**src/rtl/serial_word_collector.sv**
```systemverilog
// Frames a gated serial bit stream (start, WIDTH data bits LSB-first, parity, stop)
// into words presented on a valid/ready port, flagging parity, framing and overrun errors.
module serial_word_collector #(
    parameter int WIDTH       = 8,
    parameter bit EVEN_PARITY = 1'b1
) (
    input  logic             clock,
    input  logic             reset,
    input  logic             bit_in,
    input  logic             bit_en,
    output logic [WIDTH-1:0] data_out,
    output logic             data_valid,
    input  logic             data_ready,
    output logic             parity_err,
    output logic             frame_err,
    output logic             overrun
);

    localparam int CW = (WIDTH > 2) ? $clog2(WIDTH) : 1;
    localparam logic [CW-1:0] CNT_LAST = CW'(WIDTH - 1);
    localparam logic [CW-1:0] CNT_ONE  = CW'(1);
    localparam logic [CW-1:0] CNT_ZERO = CW'(0);

    typedef enum logic [1:0] {
        S_IDLE   = 2'd0,
        S_DATA   = 2'd1,
        S_PARITY = 2'd2,
        S_STOP   = 2'd3
    } state_t;

    state_t           state_q, state_d;
    logic [CW-1:0]    count_q, count_d;
    logic [WIDTH-1:0] shift_q, shift_d;
    logic             err_q, err_d;
    logic [WIDTH-1:0] dout_q, dout_d;
    logic             valid_q, valid_d;
    logic             perr_q, perr_d;
    logic             ferr_q, ferr_d;
    logic             ovr_q, ovr_d;

    function automatic logic expected_parity(input logic [WIDTH-1:0] word);
        if (EVEN_PARITY) begin
            return ^word;
        end else begin
            return ~^word;
        end
    endfunction

    // Next-state for the framer and the output holding register.
    always_comb begin
        state_d = state_q;
        count_d = count_q;
        shift_d = shift_q;
        err_d   = err_q;
        dout_d  = dout_q;
        perr_d  = perr_q;
        ovr_d   = ovr_q;
        ferr_d  = 1'b0;
        // The consumer handshake runs every cycle, independent of bit_en.
        if (valid_q && data_ready) begin
            valid_d = 1'b0;
        end else begin
            valid_d = valid_q;
        end
        if (bit_en) begin
            case (state_q)
                S_IDLE: begin
                    if (bit_in) begin
                        state_d = S_DATA;
                        count_d = CNT_ZERO;
                    end else begin
                        state_d = S_IDLE;
                    end
                end
                S_DATA: begin
                    shift_d[count_q] = bit_in;
                    if (count_q == CNT_LAST) begin
                        state_d = S_PARITY;
                        count_d = CNT_ZERO;
                    end else begin
                        count_d = count_q + CNT_ONE;
                    end
                end
                S_PARITY: begin
                    err_d   = (bit_in != expected_parity(shift_q));
                    state_d = S_STOP;
                end
                S_STOP: begin
                    state_d = S_IDLE;
                    if (bit_in) begin
                        ferr_d = 1'b1;
                    end else if (!valid_q || data_ready) begin
                        dout_d  = shift_q;
                        perr_d  = err_q;
                        valid_d = 1'b1;
                    end else begin
                        ovr_d = 1'b1;
                    end
                end
                default: begin
                    state_d = S_IDLE;
                end
            endcase
        end else begin
            state_d = state_q;
        end
    end

    // State and output registers with asynchronous clear.
    always_ff @(posedge clock or posedge reset) begin
        if (reset) begin
            state_q <= S_IDLE;
            count_q <= CNT_ZERO;
            shift_q <= '0;
            err_q   <= 1'b0;
            dout_q  <= '0;
            valid_q <= 1'b0;
            perr_q  <= 1'b0;
            ferr_q  <= 1'b0;
            ovr_q   <= 1'b0;
        end else begin
            state_q <= state_d;
            count_q <= count_d;
            shift_q <= shift_d;
            err_q   <= err_d;
            dout_q  <= dout_d;
            valid_q <= valid_d;
            perr_q  <= perr_d;
            ferr_q  <= ferr_d;
            ovr_q   <= ovr_d;
        end
    end

    assign data_out   = dout_q;
    assign data_valid = valid_q;
    assign parity_err = perr_q;
    assign frame_err  = ferr_q;
    assign overrun    = ovr_q;

endmodule

```
**config.mk**
```make
export PLATFORM = sky130hd
export DESIGN_NAME = serial_word_collector
export DESIGN_NICKNAME = d
export VERILOG_FILES = /design/src/rtl/serial_word_collector.sv
export SDC_FILE = /design/constraint.sdc
export NUM_CORES = 1
export LEC_CHECK = 0
export CORE_UTILIZATION = 48
export CTS_BUF_LIST = sky130_fd_sc_hd__clkbuf_4
export CTS_CLUSTER_DIAMETER = 30
export CTS_CLUSTER_SIZE = 24
export DETAILED_ROUTE_END_ITERATION = 7
export PLACE_DENSITY = 0.71
export SKIP_LAST_GASP = 1
export SLEW_MARGIN = 20
export SYNTH_ARGS = -nofsm -noshare
export SYNTH_HDL_FRONTEND = slang
export SYNTH_SLANG_ARGS = --single-unit
```
**constraint.sdc**
```tcl
create_clock -name clock -period 1.85 [get_ports clock]
set_input_delay 0.2775 -clock clock [delete_from_list [all_inputs] [get_ports clock]]
set_output_delay 0.2775 -clock clock [all_outputs]
set_load 0.005 [all_outputs]
```
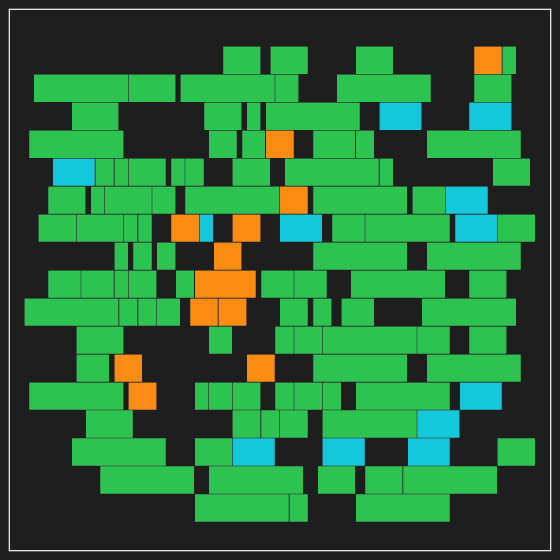
Fig. 1. Cell sizes after repair.
Key: drive 1 or less = green [cells 99, share 80%]; drive 3 to 4 = orange [cells 12, share 9.8%]; drive 2 = cyan [cells 12, share 9.8%]
final setup margin: 219 ps
Non-clock buffers: 24
post-route design area: 1480 sq um
Area Overhead vs Synth: 20.9%

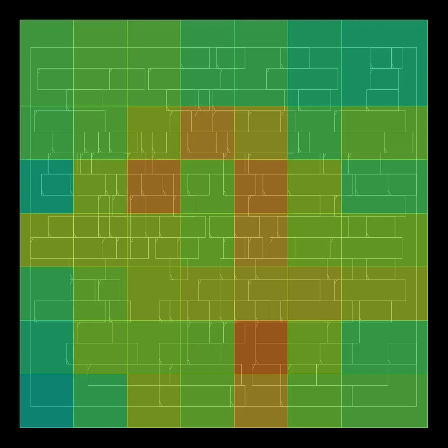
Fig. 2. Routing congestion map.
core utilization of the finished layout: 0.644
Wirelength per Cell: 13.5 microns
Total Routing Usage GR: 0.173
GR Layer Usage met3: 0.0261
met1 capacity usage during global routing: 0.220

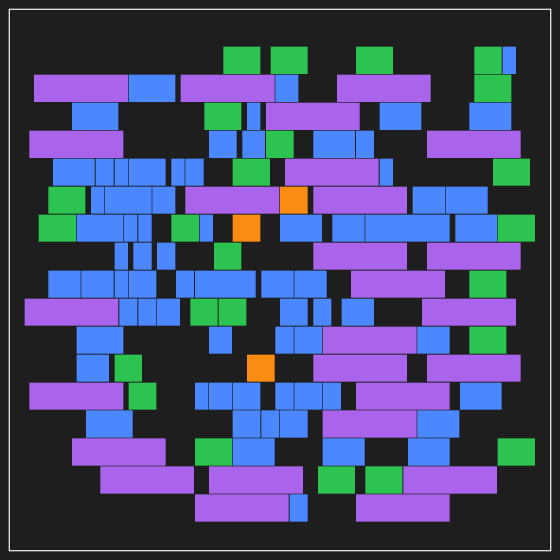
Fig. 3. Placement by cell class.
Key: all other logic = blue [cells 70]; flip-flops = purple [cells 26]; other buffers and delay cells = green [cells 24]; cells driving clock nets = orange [cells 3]
Core Region: 2300 sq um
fraction of area in registers: 0.440
Cell Rows: 17

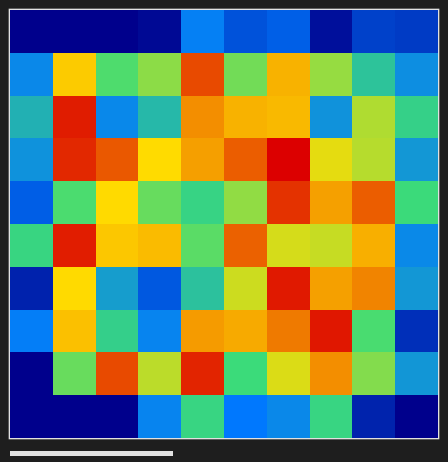
Fig. 4. Cell density map.
Bar = 20 microns. The die is cut into 10 by 10 equal tiles; dark blue is low, red is high, 0 to 100% covered.
The mean over all tiles is 52%. The emptiest ninth of the die: bottom left. 34% of the tiles are over 75% full. The fullest tile reaches 100%. 9.0% of the tiles are nearly empty.
Initial Utilization: 0.533

==> reports/summary.json <==
{
  "run_status": {
    "outcome": "completed"
  },
  "synthesis": {
    "ys_types": 27,
    "synthesis.nets": 109,
    "post_synth_instance_area_sq_um": 1220,
    "post_synth.cell_area_avg_sq_um": 12.5,
    "synthesis_stage_register_bit_count": 26
  },
  "die": {
    "die_y_microns": 52.5,
    "fp.dieArea_sq_um": 2760,
    "well_tap_count": 28,
    "floorplan.die.width_microns": 52.5,
    "io_pins": 17
  },
  "layout": {
    "nonClockInverterCount": 5,
    "layout.cells.most_common_list": "dfrtp_1 (26), clkdlybuf4s50_1 (16), mux2_2 (11), o21ai_0 (9), buf_4 (8)",
    "num-clock-buffers": 3,
    "nMultiInputCombCells": 65,
    "drive_gt1_frac": 0.195,
    "layout_top_cell_excl_fill_tap": "dfrtp_1",
    "layout.clock.cell_area_share": 0.0152,
    "comb_share": 0.360
  },
  "timing": {
    "timing_max_transition_violations_final": 0,
    "timing.hold.ws_ps": 299,
    "period_used_share": 0.882,
    "worst_pin_slew_ps": 330,
    "setup_violations": 0,
    "maxClockFrequency_mhz": 613,
    "fin_worst_skew_ps": 4.20
  },
  "setup_path": {
    "critical_path.top_delay_family": "flip-flops",
    "r2r_end": "state_q[1]$_DFFE_PP0P_",
    "worst-r2r-cell-count": 4,
    "critical_path.max_stage_delay_ps": 450,
    "path_max_fanout": 5,
    "worst-path-stages": 4,
    "timing.critical_path.arrival_ps": 1840,
    "worst_setup_path_endpoint": "state_q[1]$_DFFE_PP0P_",
    "critical_path.slowest_cell": "dfrtp_1",
    "crit_start": "count_q[0]$_DFFE_PP0P_",
    "worst-endpoint-required_ps": 2060,
    "setup_slack_reg_to_reg_ps": 220
  },
  "global_routing": {
    "grt.overflow.total": 0,
    "grt_pass1_wl_microns": 3420,
    "pin_count_of_the_biggest_net_entering_global_routing": 27
  },
  "placement": {
    "preCtsSetupSlack_ps": 47.8,
    "place.detailed.hpwl_microns": 1600
  },
  "route": {
    "number_of_detailed_routing_iterations_run_before_antenna_repair": 4,
    "route.detailed.vias_per_inst": 5.19,
    "drc_errors": 0,
    "detail_route.wirelength_microns": 2030,
    "route.vias.total": 783
  },
  "clock_tree": {
    "insertion_delay_ps": 310,
    "total_cts_buffers": 3,
    "number_of_setup_buffers_added_after_cts": 0,
    "cts_tree": "yes"
  },
  "worst_hold_path": {
    "timing.hold.worst.class": "input port to async pin"
  },
  "job": {
    "openroad.warnings": 29
  }
}
==> synth_stat cells <==
master    instances  area [sq um]
dfrtp_1          26           651
mux2_1            1          11.3
xor2_1            2          17.5
a22o_1            3          26.3
nor2_1            1          3.75
nand2b_1          3          18.8
nand2_1           6          22.5
a21o_1            1          7.51
inv_1             4          15.0
o21ai_0           9          45.0
mux2_2           11           124
xnor2_1           4          35.0
mux2i_1           1          10.0
nor2b_1           1          6.26
a21oi_1           1          5.00
inv_2             1          3.75
o21ai_1           1          5.00
buf_6             2          22.5
nor3_4            1          16.3
nor3_1            1          5.00
or2_1             1          6.26
xnor3_1           1          22.5
and3_1            1          6.26
ha_1              6          75.1
nand3_1           2          10.0
o21bai_1          1          7.51
o31ai_1           6          45.0
==> cells by family after synthesis <==
family | Yosys count | share of synthesized area
AOI/OAI and AO/OA | 22 | 0.116
xor gates and xnor gates | 7 | 0.0613
adders and majority gates | 6 | 0.0613
buffers and inverters | 7 | 0.0337
DFF | 26 | 0.532
muxes | 13 | 0.119
and+or+nand+nor | 17 | 0.0777
==> power by group <==
part,switching [mW],internal (mW),leakage (nW)
logic,0.268,0.403,0.339
clock network,0.157,0.0760,0.0138
registers,0.108,0.712,0.349
total,0.534,1.19,0.702
==> stage by stage <==
step                      utilization  cells
after floorplan                     -     98
after global placement          0.634    148
final                           0.644    151
after global routing            0.644    151
after detailed placement        0.634    148
after CTS                       0.644    151
==> state kept, by name, summed over array words and instances (netlist names) <==
signal,flops
count_q,3
frame_err,1
overrun,1
data_out,8
shift_q,8
state_q,2
err_q,1
parity_err,1
data_valid,1
==> layer usage <==
metal	wire length, microns	GRT usage
met2	990	0.302
met5	0	0
met3	55	0.0261
met4	11	0.0526
met1	977	0.220
Power figures rest on the tool's default switching activity, not on a simulated workload.
